===== config.mk =====
export PLATFORM = sky130hd
export DESIGN_NAME = full_mem_data_param
export DESIGN_NICKNAME = d
export VERILOG_FILES = /design/src/rtl/full_mem_pkg.sv /design/src/rtl/full_mem_bank.sv /design/src/rtl/full_mem_data_param.sv
export SDC_FILE = /design/constraint.sdc
export NUM_CORES = 2
export LEC_CHECK = 0
export ABC_AREA = 0
export CAP_MARGIN = 20
export CORE_ASPECT_RATIO = 1.2
export CORE_MARGIN = 1.5
export CORE_UTILIZATION = 55
export CTS_CLUSTER_DIAMETER = 60
export DETAILED_ROUTE_END_ITERATION = 12
export PLACE_DENSITY = 0.71
export SETUP_SLACK_MARGIN = 0.02
export SLEW_MARGIN = 20
export SYNTH_ARGS = -nofsm -noshare
export SYNTH_HDL_FRONTEND = slang
export SYNTH_SLANG_ARGS = --single-unit
export TNS_END_PERCENT = 5

===== constraint.sdc =====
create_clock -name clk -period 4.89 [get_ports clk]
set_clock_uncertainty 0.15 [all_clocks]
set_input_delay 0.978 -clock clk [delete_from_list [all_inputs] [get_ports clk]]
set_output_delay 0.978 -clock clk [all_outputs]
set_load 0.1 [all_outputs]

===== src/rtl/full_mem_pkg.sv =====
// Shared types and helpers for the parametrised memory data block.
package full_mem_pkg;

  typedef enum logic {
    INIT = 1'b0,
    IDLE = 1'b1
  } mem_state_e;

  function automatic int mem_depth(input int addr_bits);
    return 1 << addr_bits;
  endfunction

endpackage


===== src/rtl/full_mem_bank.sv =====
// Simple dual-port synchronous RAM: one write port, one registered read port.
module full_mem_bank
  import full_mem_pkg::*;
#(
  parameter int WIDTH     = 32,
  parameter int ADDR_BITS = 7
) (
  input  logic                 clk,
  input  logic                 we_i,
  input  logic [ADDR_BITS-1:0] waddr_i,
  input  logic [WIDTH-1:0]     wdata_i,
  input  logic                 re_i,
  input  logic [ADDR_BITS-1:0] raddr_i,
  output logic [WIDTH-1:0]     rdata_o
);

  localparam int DEPTH = mem_depth(ADDR_BITS);

  logic [WIDTH-1:0] mem_q [DEPTH];
  logic [WIDTH-1:0] rdata_q;

  // The array is never reset; the owner's init sequencer zero-fills it.
  always_ff @(posedge clk) begin
    if (we_i) mem_q[waddr_i] <= wdata_i;
    if (re_i) rdata_q <= mem_q[raddr_i];
  end

  assign rdata_o = rdata_q;

endmodule


===== src/rtl/full_mem_data_param.sv =====
// Memory data block: init sequencer, write mux, write-first bypass, valid-tagged read pipeline.
module full_mem_data_param
  import full_mem_pkg::*;
#(
  parameter int WIDTH     = 32,
  parameter int ADDR_BITS = 7,
  parameter int OUT_REG   = 1
) (
  input  logic                 clk,
  input  logic                 reset,
  input  logic                 init_req,
  output logic                 ready,
  input  logic                 wr_en,
  input  logic [ADDR_BITS-1:0] wr_addr,
  input  logic [WIDTH-1:0]     wr_data,
  input  logic                 rd_en,
  input  logic [ADDR_BITS-1:0] rd_addr,
  output logic [WIDTH-1:0]     rd_data,
  output logic                 rd_valid
);

  // Handshake: ready=1 means a wr_en/rd_en in this cycle is accepted at the
  // next rising edge; each accepted read yields exactly one rd_valid pulse.
  mem_state_e           state_q, state_d;
  logic [ADDR_BITS-1:0] cnt_q, cnt_d;

  logic                 rd_acc, wr_acc;
  logic                 bank_we;
  logic [ADDR_BITS-1:0] bank_waddr;
  logic [WIDTH-1:0]     bank_wdata, bank_rdata;
  logic                 v1_q, byp_q;
  logic [WIDTH-1:0]     byp_data_q;
  logic [WIDTH-1:0]     stage1;

  always_ff @(posedge clk or posedge reset) begin
    if (reset) begin
      state_q <= INIT;
      cnt_q   <= '0;
    end else begin
      state_q <= state_d;
      cnt_q   <= cnt_d;
    end
  end

  always_comb begin
    state_d = state_q;
    cnt_d   = cnt_q;
    case (state_q)
      INIT: begin
        cnt_d = cnt_q + 1'b1;
        if (cnt_q == {ADDR_BITS{1'b1}}) state_d = IDLE;
      end
      IDLE: begin
        if (init_req) begin
          state_d = INIT;
          cnt_d   = '0;
        end
      end
      default: state_d = INIT;
    endcase
  end

  assign ready  = (state_q == IDLE);
  assign rd_acc = rd_en & ready;
  assign wr_acc = wr_en & ready;

  // While initialising, the sequencer owns the write port.
  assign bank_we    = ~ready | wr_acc;
  assign bank_waddr = ready ? wr_addr : cnt_q;
  assign bank_wdata = ready ? wr_data : '0;

  full_mem_bank #(
    .WIDTH    (WIDTH),
    .ADDR_BITS(ADDR_BITS)
  ) u_bank (
    .clk    (clk),
    .we_i   (bank_we),
    .waddr_i(bank_waddr),
    .wdata_i(bank_wdata),
    .re_i   (rd_acc),
    .raddr_i(rd_addr),
    .rdata_o(bank_rdata)
  );

  // The RAM reads old data on a same-address collision, so remember the write.
  always_ff @(posedge clk or posedge reset) begin
    if (reset) begin
      v1_q       <= 1'b0;
      byp_q      <= 1'b0;
      byp_data_q <= '0;
    end else begin
      v1_q       <= rd_acc;
      byp_q      <= rd_acc & wr_acc & (rd_addr == wr_addr);
      byp_data_q <= wr_data;
    end
  end

  assign stage1 = byp_q ? byp_data_q : bank_rdata;

  generate
    if (OUT_REG != 0) begin : g_out_reg
      logic             valid_q;
      logic [WIDTH-1:0] out_q;

      always_ff @(posedge clk or posedge reset) begin
        if (reset) begin
          valid_q <= 1'b0;
          out_q   <= '0;
        end else begin
          valid_q <= v1_q;
          if (v1_q) out_q <= stage1;
        end
      end

      assign rd_valid = valid_q;
      assign rd_data  = out_q;
    end else begin : g_out_comb
      logic [WIDTH-1:0] hold_q;

      always_ff @(posedge clk or posedge reset) begin
        if (reset) hold_q <= '0;
        else if (v1_q) hold_q <= stage1;
      end

      assign rd_valid = v1_q;
      assign rd_data  = v1_q ? stage1 : hold_q;
    end
  endgenerate

endmodule

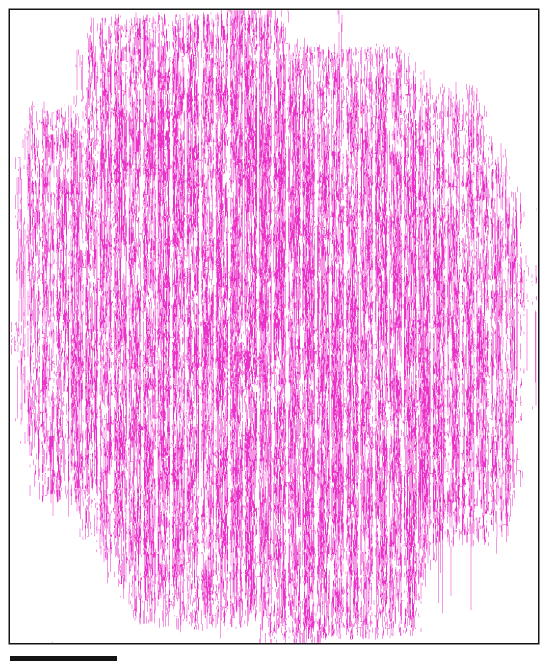
*The metal 2 layer*
The bar under the picture is 100 um long.
The longest straight run is 255 um. The wires run mostly vertical.

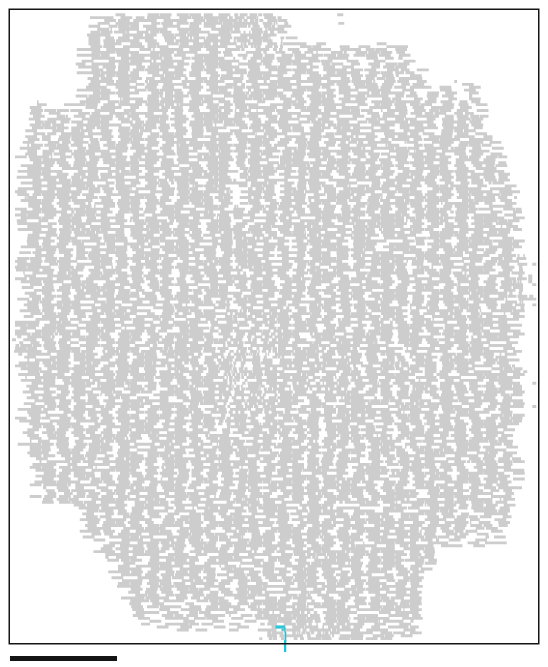
*Port wiring*
The bar under the picture is 100 um long.
Cyan is `rd_valid`, bits 1, direction output, edge bottom, end cells 1, wire 16.9 um.

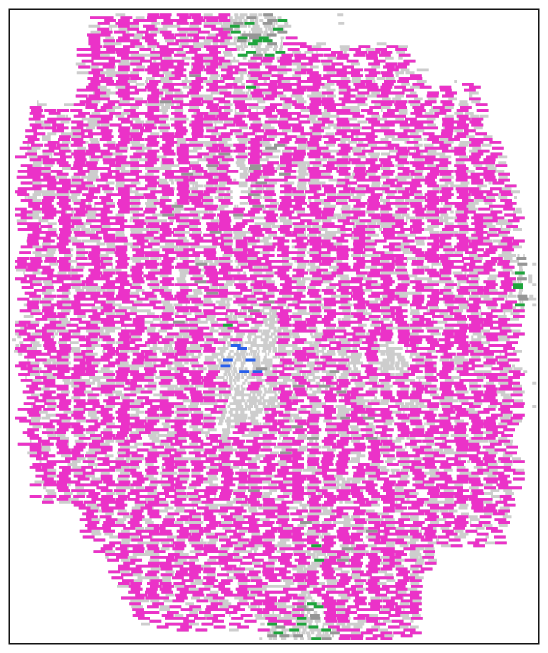
*Register map, names as in the netlist*
Other sequential cells in the stronger grey, the rest of the logic in the fainter grey.
Green is `byp_data_q`, flops 32. Magenta is `u_bank.mem_q`, flops 4096, where all over the die. Blue is `cnt_q`, flops 7, where centre.
Another 68 sequential cells are not coloured.

==> out/qor.txt <==
main flop type: edfxtp_1
CORE AREA: 288600 um2
Die Y: 593.3 um
Layout area overhead: 14.88%
number of enable flip-flop cells: 4128
antenna violations before repair: 63
max_slew headroom: 26.49%
min Tclk post-route: 3.886 ns
WP data required: 3.76 ns
clk buf depth: 4
Pleak: 57.68 nW
chip width: 494.9 um
most frequent logic cell in the layout: edfxtp_1
Compound Share, Synth: 0.2029%
Syn Area/Cell: 25.48 um2
Multiplexer share: 19.40%
status: finished clean
top logic cells by instance count in the layout: edfxtp_1 (4128), mux4_2 (1344), clkbuf_16 (396), buf_12 (197), buf_4 (180)
Peak Freq: 257.3 MHz
I/O Buffers: 84
cts repair resizes: 0
worst reg-to-reg setup slack: 1.44 ns
Yosys Instances: 6268
Tool Warnings: 35
largest net degree at the start of global routing: 129
mapped cell area: 159700 um2
clock slew at reported path FFs: 0.06 ns
vias post-DR: 75120
area reported by Yosys stat: 159700 um2
Routed Antenna Nets: 0
setup TNS: 0 ns
H-tree depth: 5
Top delay family on crit path: buffers and inverters
area fraction in xor and xnor cells: 0.05484%
worst hold path class: input pin to async pin
area leader, netlist: edfxtp_1
DRC viols: 0
Tcrit/Tclk final: 79.48%
TritonCTS Buffers: 390
first-pass GRT wire length: 594.8 mm
WS Path Type: flop to primary output
area share of the leading cell type in the synthesized netlist: 77.62%
clock tree sinks: 4203
share of cells above drive strength 1: 35.26%
Max IR drop VDD: 0.3545 mV
final-stage net count: 6841
CP max-delay cell: clkdlybuf4s50_1
Net Count, Synth: 6320
Power Density: 436.1 nW/um2
Netlist cell types: 34
global route overflow: 0
CP Max Fanout: 2
CP Launch Type: flop
final setup fails: 0
clock latency on the worst-skew pair: 0.94 ns
Cells after Synth: 6268
and+or+nand+nor area frac: 0.6707%
worst path cell trace: clkdlybuf4s50_1
adder-cell share of the synthesized area: 0.007835%
final wirelength: 430.6 mm
DR pass1 iterations: 8
max incr delay on CP: 1.26 ns
Ports: 85
ys async rst share: 1.784%
Dominant combinational family: multiplexers
placer congestion estimate: 0.8580
fp_density: 55.33%
die area: 293600 um2
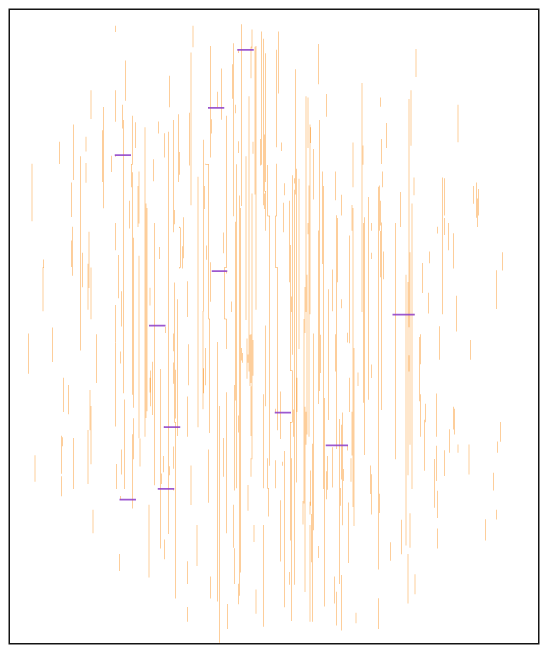
*Routed metal, one colour a layer*
Two of the layers only.
Orange is met4, wire length 24.0 mm. Purple is met5, wire length 162 um.

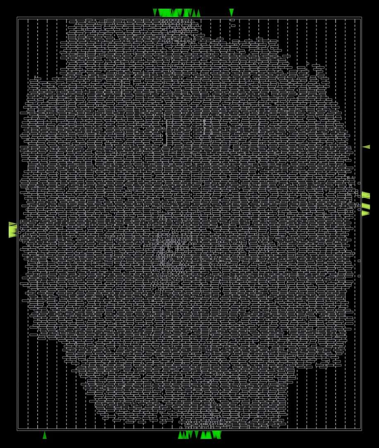
*Cell placement*
seq_cells: 4203
final core utilization: 63.56%
# rows: 216
sequential portion of the cell area: 68.60%
Non-Filler Instances: 11000

logic make-up (layout without fill, tap and decap cells):
| logic type | after synthesis | after routing |
|---|---|---|
| buf+inv | 341 | 1183 |
| fa+ha+maj | 1 | 1 |
| compound gates | 54 | 54 |
| simple gates | 248 | 248 |
| flops | 4203 | 4203 |
| xor+xnor | 10 | 10 |
| other cells | 0 | 70 |
| mux | 1411 | 1411 |
per-layer routing:
layer | vias up | share of wire (%) | global-route usage (%)
met2 | 5174 | 50 | 48.62
li1 | 28470 | - | -
met3 | 761 | 10 | 5.192
met5 | - | 0.037 | 0
met4 | 22 | 5.6 | 14.71
met1 | 40700 | 34 | 38.61
through the flow:
step / worst slack (ns) / hold slack, ns / total power [mW] / area (um2)
after floorplan: 0.3720 / 0.2019 / 46.13 / 159700
after global placement: 0.1836 / 0.3577 / 49.65 / 170400
after detailed placement: 0.2082 / 0.3662 / 49.82 / 170400
after CTS: 0.9674 / 0.3349 / 80.22 / 183300
after global routing: 0.9480 / 0.3640 / 81.78 / 183400
final: 1.004 / 0.3709 / 80.00 / 183500
final timing paths:
path | startpoint | endpoint | depth (start not counted)
worst min-delay path | reset | byp_data_q[5]$_DFF_PP0_ | 2
min in group clk | rd_data[18]$_DFFE_PP0P_ | rd_data[18]$_DFFE_PP0P_ | 2
worst min register to register | rd_data[18]$_DFFE_PP0P_ | rd_data[18]$_DFFE_PP0P_ | 2
worst max-delay path | rd_data[19]$_DFFE_PP0P_ | rd_data[19] | 1
worst max register to register | ready$_DFF_PP0_ | u_bank.mem_q[43][18]$_DFFE_PP_ | 4
max in group asynchronous | reset | rd_valid$_DFF_PP0_ | 3
report_power, final:
group | leakage, nW | switching, mW | internal, mW
combinational | 12.3 | 5.30 | 2.60
clock | 6.29 | 13.2 | 17.6
sequential | 39.1 | 0.474 | 40.8
total | 57.7 | 19.0 | 61.0
cell usage after synthesis, drive strengths merged, types with 2 or more instances:
library cell / n
buf: 131
a21oi: 32
nand3: 12
o22ai: 5
o21ai: 3
clkbuf: 201
o32ai: 8
mux2i: 34
mux4: 1344
nor2: 162
inv: 9
dfrtp: 75
a21o: 2
mux2: 33
and2: 33
xnor2: 8
nand2b: 8
edfxtp: 4128
nand2: 27
xor2: 2
sequential cells by signal, summed over array words and instances (netlist names):
name and cells:
byp_data_q 32, u_bank.rdata_o 32, ready 1, u_bank.mem_q 4096
rd_data 32, byp_q 1, v1_q 1, cnt_q 7
rd_valid 1
layout make-up:
cell class                      count  area, um2
Tap cell                         3815       4773
Multi-Input combinational cell   1724      33550
Antenna cell                       70      175.2
Inverter                            9      36.28
Fill cell                       18070     105200
Timing Repair Buffer              461       6200
Sequential cell                  4203     125800
Clock buffer                      485      10420
Clock inverter                    228       2460
worst register-to-register path: cells and delay by family, from the launching register on:
family | cells | cell delay [ns]
buf+inv | 1 | 0.30
flops | 1 | 0.67
compound gates | 1 | 0.85
simple gates | 2 | 1.01
Power is estimated from default activity; no workload was simulated.
